run_1/floorplan.png
Scale: 4 px per um. Pins as bars on the die edge.
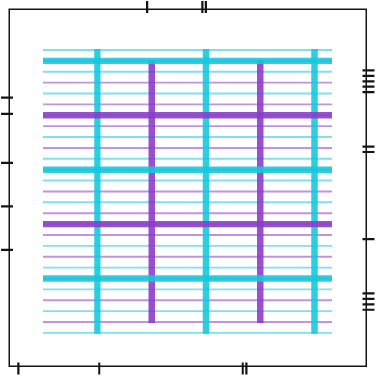
run_1/class_map.png
Scale: 6 px per um. Fill, decap, tap and diode cells in gray.
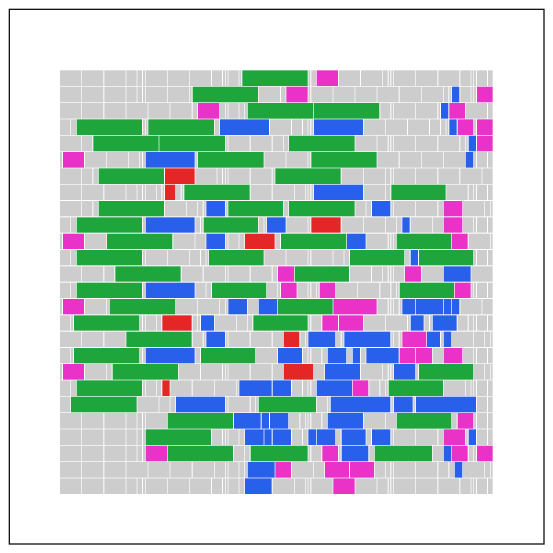
run_1/congestion_map.png
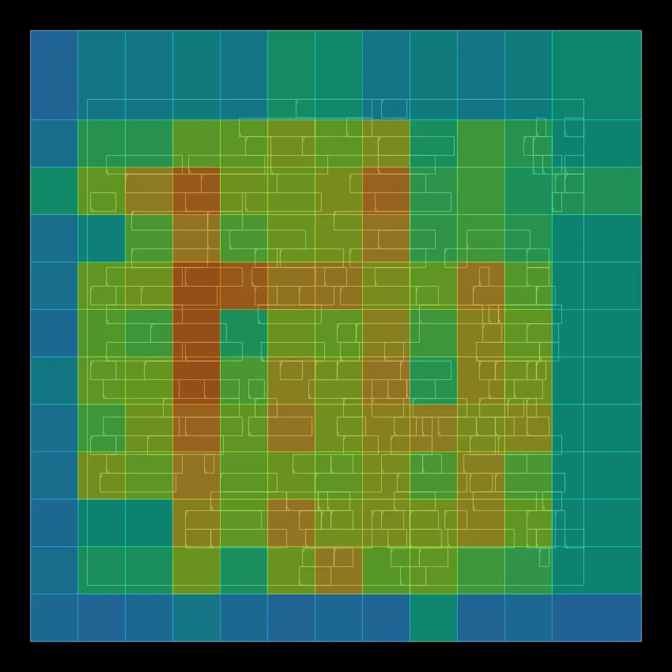
**config.mk**
```make
export PLATFORM = sky130hd
export DESIGN_NAME = spi_slave_axis_egress
export DESIGN_NICKNAME = d
export VERILOG_FILES = /design/src/rtl/spi_slave_axis_egress.sv
export SDC_FILE = /design/constraint.sdc
export NUM_CORES = 1
export LEC_CHECK = 0
export CORE_MARGIN = 8
export CORE_UTILIZATION = 40
export DETAILED_ROUTE_END_ITERATION = 8
export GPL_TIMING_DRIVEN = 0
export PLACE_DENSITY_LB_ADDON = 0.15
export SYNTH_ARGS = -nofsm -noshare
export SYNTH_HDL_FRONTEND = slang
export SYNTH_SLANG_ARGS = --single-unit
```
**constraint.sdc**
```tcl
create_clock -name spi_clk -period 1.5 [get_ports spi_clk]
set_input_delay 0.3 -clock spi_clk [delete_from_list [all_inputs] [get_ports spi_clk]]
set_output_delay 0.3 -clock spi_clk [all_outputs]
set_load 0.02 [all_outputs]
```
**src/rtl/spi_slave_axis_egress.sv**
```systemverilog
// SPI slave transmit path: AXI-Stream bytes -> small FIFO -> MISO, one byte per 8 spi_clk edges.
// Optional saturating underrun counter is built only when SPI_SLAVE_EGRESS_UNDERRUN_CNT_EN is defined.
module spi_slave_axis_egress #(
    parameter int         FIFO_DEPTH      = 4,
    parameter logic [7:0] IDLE_BYTE       = 8'h00,
    parameter bit         USE_CHIP_SELECT = 1'b0,
    parameter bit         MSB_FIRST       = 1'b1
) (
    input  logic       spi_clk,
    input  logic       resn,
    input  logic       spi_csn,
    output logic       spi_miso,
    output logic       spi_miso_oe,
    input  logic [7:0] s_axis_tdata,
    input  logic       s_axis_tvalid,
    output logic       s_axis_tready,
    output logic       err_underrun,
    output logic [7:0] underrun_count
);

    localparam int AW = $clog2(FIFO_DEPTH);
    localparam logic [AW:0] PTR_ONE = {{AW{1'b0}}, 1'b1};

    logic [7:0]  mem [FIFO_DEPTH];
    logic [AW:0] wr_ptr;
    logic [AW:0] rd_ptr;
    logic        fifo_full;
    logic        fifo_empty;
    logic        push;
    logic        pop;
    logic        cs_abort;
    logic        load;
    logic        underrun;
    logic [7:0]  load_byte;
    logic [2:0]  cnt;
    logic [6:0]  shift_reg;

    assign fifo_full  = (wr_ptr[AW] != rd_ptr[AW]) && (wr_ptr[AW-1:0] == rd_ptr[AW-1:0]);
    assign fifo_empty = (wr_ptr == rd_ptr);

    assign s_axis_tready = !fifo_full;
    assign push          = s_axis_tvalid && !fifo_full;
    assign cs_abort      = USE_CHIP_SELECT && spi_csn;
    assign load          = !cs_abort && (cnt == 3'd0);
    assign pop           = load && !fifo_empty;
    assign underrun      = load && fifo_empty;
    assign load_byte     = fifo_empty ? IDLE_BYTE : mem[rd_ptr[AW-1:0]];

    // Storage needs no reset: the pointers alone define what is valid.
    always_ff @(posedge spi_clk) begin
        if (push) begin
            mem[wr_ptr[AW-1:0]] <= s_axis_tdata;
        end
    end

    always_ff @(posedge spi_clk or negedge resn) begin
        if (!resn) begin
            wr_ptr <= '0;
            rd_ptr <= '0;
        end else begin
            if (push) begin
                wr_ptr <= wr_ptr + PTR_ONE;
            end
            if (pop) begin
                rd_ptr <= rd_ptr + PTR_ONE;
            end
        end
    end

    // A chip-select abort drops the partial byte; the next selected edge starts a fresh LOAD.
    always_ff @(posedge spi_clk or negedge resn) begin
        if (!resn) begin
            cnt       <= 3'd0;
            shift_reg <= 7'd0;
            spi_miso  <= 1'b0;
        end else if (cs_abort) begin
            cnt      <= 3'd0;
            spi_miso <= 1'b0;
        end else if (load) begin
            cnt <= 3'd1;
            if (MSB_FIRST) begin
                spi_miso  <= load_byte[7];
                shift_reg <= load_byte[6:0];
            end else begin
                spi_miso  <= load_byte[0];
                shift_reg <= load_byte[7:1];
            end
        end else begin
            cnt <= cnt + 3'd1;
            if (MSB_FIRST) begin
                spi_miso  <= shift_reg[6];
                shift_reg <= {shift_reg[5:0], 1'b0};
            end else begin
                spi_miso  <= shift_reg[0];
                shift_reg <= {1'b0, shift_reg[6:1]};
            end
        end
    end

    always_ff @(posedge spi_clk or negedge resn) begin
        if (!resn) begin
            spi_miso_oe  <= 1'b0;
            err_underrun <= 1'b0;
        end else begin
            spi_miso_oe <= USE_CHIP_SELECT ? !spi_csn : 1'b1;
            if (underrun) begin
                err_underrun <= 1'b1;
            end
        end
    end

`ifdef SPI_SLAVE_EGRESS_UNDERRUN_CNT_EN
    logic [7:0] underrun_cnt_q;

    always_ff @(posedge spi_clk or negedge resn) begin
        if (!resn) begin
            underrun_cnt_q <= 8'h00;
        end else if (underrun && (underrun_cnt_q != 8'hFF)) begin
            underrun_cnt_q <= underrun_cnt_q + 8'd1;
        end
    end

    assign underrun_count = underrun_cnt_q;
`else
    assign underrun_count = 8'h00;
`endif

endmodule
```
==> reports/qor.yml, run 1 <==
sta:
  setup_ws_ns: -0.261
  finClkSkew_ns: 0.00946
  finalCritPeriodShare_pct: 117
  slew-limit-headroom_pct: 43.6
  slew_violations: 0
  setup_violations: 46
  hold_viol: 0
  fmax_ghz: 0.568
  rsz0062_at_grt: "yes"
  fin_crit_ns: 1.76
setup_path:
  crit_buf_inv: 1
  slowest_delay_ns: 0.49
  path_max_fanout: 5
  worstPathArrival_ns: 1.46
  crit_family: "flip-flops"
  worst_setup_path_start_kind: "flop"
  critPathRequiredTime_ns: 1.20
  path_cells: "xor2_4, or3_4, buf_6"
placed_design:
  gp_congestion: 0.683
  dp_hpwl_um: 2220
  portBuffers: 14
  dp.cells: 210
  place_ws_ns: -0.479
global_route:
  overflow: 0
  grt_pass1_vias: 1133
  grt_pass1_wl_um: 5310
  gr-usage-met1_pct: 10.4
  grt_max_degree: 20
  antenna_found_initial: 0
finish:
  diodes: 0
  regArea_um2: 1440
  final_cell_mix: "32 x edfxtp_1, 20 x buf_4, 16 x dfrtp_1, 10 x clkdlybuf4s50_1, 9 x conb_1"
  layout.cells.non_filler: 231
  largest_reg_flops: 32
  drive_gt1_share_pct: 35.4
  lay_top_count: "edfxtp_1"
  logic_area_um2: 673
  nets: 179
drt:
  vias: 1063
  drt_wl_total_um: 3400
  wl_met3_um: 222
  drtIter0Drc: 77
  top_layer: "met4"
  wirelength_met1_um: 1420
  drc: 0
  viasPerCell: 4.60
floorplanning:
  ioPinCount: 24
  chip_area_um2: 7900
synthesis:
  yosysCellCount: 119
  syn-instance-count: 119
  syn_area_um2: 2120
  ys_sh_xor_pct: 4.42
  synth_seq_share_pct: 67.6
  synth.area.top_cells: "edfxtp_1 45%, dfrtp_1 22%, mux4_2 8.5%"
  mux_share_pct: 10.2
  ys_sh_aoi_pct: 5.59
  synth_warnings: 0
  simple_gate_area_share_pct: 2.71
  largest_area_cell: "edfxtp_1"
  synth_adder_area_share_pct: 4.12
  yosysUniqueCellTypes: 27
  synth_flops: 51
clock_network:
  cts_tree: "built"
  htreeDepth: 2
  clk_pin_slew_ns: 0.09
  numCtsBuffers: 5
  cts_resized: 21
  cts_setup_buffers: 6
  postCtsHoldBufs: 0
  cts_sinks: 51
pwr:
  power_leakage_nw: 1.04
  p_per_area_nw_per_um2: 1820
  power_w: 0.00483
run:
  openroad.warnings: 34
  maxCapViolations: 0
min_path:
  hold_class: "flop to flop"
status:
  status: "finished with violations"
  failed_checks: "negative setup slack"
-- floorplan.png (at the start) --
- purple: VDD
- cyan: VSS
- rows: 26
- met4 straps: 5
- met1 rails: 27
Core Region: 5110 um2
die width: 88.9 um
Worst VDD drop: 0.752 mV

-- class_map.png (at the start) --
- magenta: remaining buffers and delay cells (cells 38; share of their area 13%)
- red: clock drivers and dummy loads (cells 8; share of their area 3.3%)
- green: registers (cells 51; share of their area 56%)
- blue: remaining logic cells (cells 64; share of their area 27%)
post-route cell area: 2650 um2
final core occ: 51.9%
Row Count: 26
sequential cell area share: 54.3%

-- congestion_map.png (at the start) --
drt wl/cell: 14.7 um
met3 GRT Util: 3.90%
met2 usage in global routing: 15.6%

[run 1: through the flow]
step | setup TNS [ns] | area [um2]
after floorplan | -0.292 | 2170
after global placement | -5.69 | 2400
after detailed placement | -6.40 | 2400
after CTS | -8.61 | 2590
after global routing | -9.80 | 2650
final | -8.27 | 2650
[run 1: area by class of cell]
cell class | instances | share of cell area [%]
multi-input combinational | 58 | 25.4
clock buffer | 6 | 2.74
buffer | 11 | 3.73
sequential | 51 | 54.3
clock inverter | 2 | 0.472
inverter | 6 | 0.850
timing repair buffer | 27 | 9.16
tap | 70 | 3.31
[run 1: report_power, final]
part	total [W]	switching, W	internal [W]
sequential	0.00214	0.000209	0.00193
combinational	0.00193	0.000889	0.00104
clock	0.000761	0.000435	0.000327
[run 1: synthesized netlist by cell type]
master / count
nor2_1: 1
dfrtp_1: 19
xnor2_1: 3
mux4_2: 8
a311oi_1: 1
clkbuf_1: 1
buf_4: 9
o31a_1: 1
and2_1: 5
nand2b_1: 1
a22o_1: 7
mux2_1: 1
mux2_2: 1
mux2_4: 1
nand2_1: 1
xnor2_2: 2
inv_1: 6
nor2b_1: 1
conb_1: 2
xor2_1: 4
buf_6: 1
a31oi_4: 1
o311ai_1: 1
edfxtp_1: 32
a41o_1: 1
or3_1: 1
ha_1: 7
[run 1: final timing paths]
path,from,to,slack [ns],cells after the start
min in group asynchronous,resn,rd_ptr[2],0.48,1
hold reg to reg,err_underrun,err_underrun,0.47,1
max in group asynchronous,resn,wr_ptr[1],0.45,1
setup / recovery,wr_ptr[0],s_axis_tready,-0.26,3
hold / removal,err_underrun,err_underrun,0.47,1
setup reg to reg,wr_ptr[0],mem[3][4],-0.25,5
## Run 2: what changed since run 1
--- a/config.mk
+++ b/config.mk
@@ -8,8 +8,10 @@
 export CORE_MARGIN = 8
 export CORE_UTILIZATION = 40
 export DETAILED_ROUTE_END_ITERATION = 8
+export GPL_ROUTABILITY_DRIVEN = 0
 export GPL_TIMING_DRIVEN = 0
 export PLACE_DENSITY_LB_ADDON = 0.15
+export SLEW_MARGIN = 20
 export SYNTH_ARGS = -nofsm -noshare
 export SYNTH_HDL_FRONTEND = slang
 export SYNTH_SLANG_ARGS = --single-unit
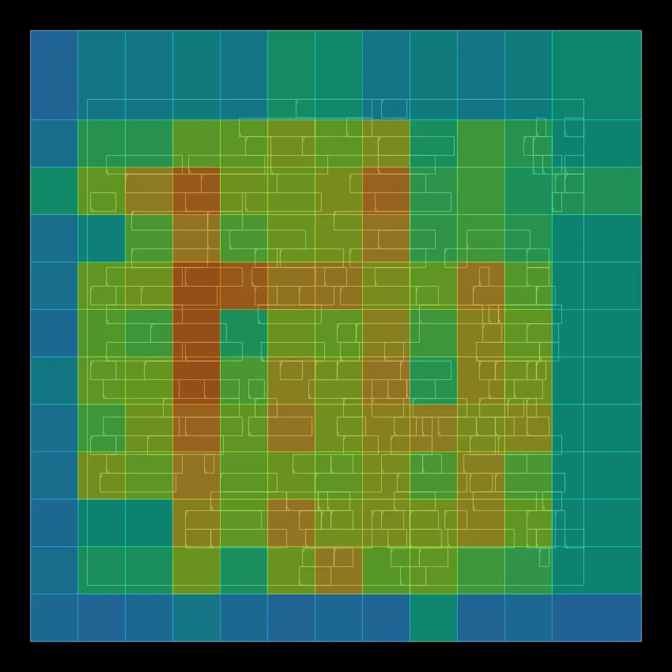
run_2/congestion_map.png
Most Used Layer, Global Route: met2
GRT Overall Usage: 9.28%

==> reports/qor.yml, run 2 <==
sta:
  slew-limit-headroom_pct: 43.6  # unchanged
  rsz0062_at_grt: "yes"
  setup_violations: 46  # unchanged
  setup_ws_ns: -0.261  # unchanged
  hold_viol: 0  # unchanged
  tns_ns: -8.27  # unchanged
global_route:
  grt_pass1_wl_um: 5310  # unchanged
  overflow: 0  # unchanged
  grt_pass1_vias: 1133  # unchanged
status:
  failed_checks: "negative setup slack"
  status: "finished with violations"
drt:
  wl_per_cell_um: 14.7  # unchanged
  drt_wl_total_um: 3400  # unchanged
  drtIter0Drc: 77  # unchanged
setup_path:
  crit_buf_inv: 1  # unchanged
  slowest_delay_ns: 0.49  # about the same
  path_cells: "xor2_4, or3_4, buf_6"
  worstPathArrival_ns: 1.46  # about the same
  critPathRequiredTime_ns: 1.20  # about the same
clock_network:
  cts_tree: "built"
  postCtsHoldBufs: 0  # unchanged
  cts_sinks: 51  # unchanged
  numCtsBuffers: 5  # unchanged
  htreeDepth: 2  # unchanged
finish:
  diodes: 0  # unchanged
  lay_top_count: "edfxtp_1"
  fin_util_pct: 51.9  # unchanged
  largest_reg_flops: 32  # unchanged
  nets: 179  # unchanged
synthesis:
  synth_warnings: 0  # unchanged
  syn-instance-count: 119  # unchanged
  edf_count: 32  # unchanged
  synthTopCellsByCount: "32 x edfxtp_1, 19 x dfrtp_1, 9 x buf_4"
  yosysCellCount: 119  # unchanged
floorplanning:
  chip_area_um2: 7900  # unchanged
  coreArea_um2: 5110  # unchanged
  num_rows: 26  # unchanged
placed_design:
  dp_hpwl_um: 2220  # unchanged
  portBuffers: 14  # unchanged
  place_ws_ns: -0.479  # unchanged
pwr:
  vdd_ir_drop_max_mv: 0.752  # unchanged
  power_leakage_nw: 1.04  # unchanged
  p_per_area_nw_per_um2: 1820  # unchanged
-- run 2: what timing repair did --
action / in CTS / in global routing
endpoints found under the setup margin: 42 / 47
pin swaps: 6 / 5
gates resized: 21 / 4
setup buffers: 6 / 7
-- run 2: final timing paths --
path,cells past startpoint,to,startpoint,slack (ns)
max in group asynchronous,1,wr_ptr[1],resn,0.45
hold reg to reg,1,err_underrun,err_underrun,0.47
min in group asynchronous,1,rd_ptr[2],resn,0.48
setup / recovery,3,s_axis_tready,wr_ptr[0],-0.26
hold / removal,1,err_underrun,err_underrun,0.47
setup reg to reg,5,mem[3][4],wr_ptr[0],-0.25
-- run 2: logic make-up after synthesis --
kind of cell | count (synthesis) | synth area share, %
flops | 51 | 67.6
simple gates | 10 | 2.71
mux | 11 | 10.2
buf+inv | 17 | 4.95
compound gates | 12 | 5.60
xor+xnor | 9 | 4.42
other cells | 2 | 0.353
fa+ha+maj | 7 | 4.12
-- run 2: report_power, final --
group	internal [W]	switching (W)
clock network	0.000327	0.000435
logic	0.00104	0.000889
registers	0.00193	0.000209
-- run 2: routing by layer --
metal	track usage, %	vias up	part of all wire (%)
met4	2.76	0	0.38
met3	3.90	2	6.5
met2	15.6	24	51
li1	-	501	-
met5	0	-	0
met1	10.4	536	42
-- run 2: through the flow --
stage / cells / instance area (um2)
after floorplan: 126 / 2170
after global placement: 210 / 2400
after detailed placement: 210 / 2400
after CTS: 224 / 2590
after global routing: 231 / 2650
final: 231 / 2650
-- run 2: final cells by class --
type                    count  area [um2]
fillers                   442        2460
flip-flops and latches     51        1440
well taps                  70        87.6
clock buffers               6        72.6
inverters                   6        22.5
multi-input cells          58         673
repair buffers             27         243
clock inverters             2        12.5
plain buffers              11        98.8
No activity file was given, so power comes from the tool's default toggle rates.
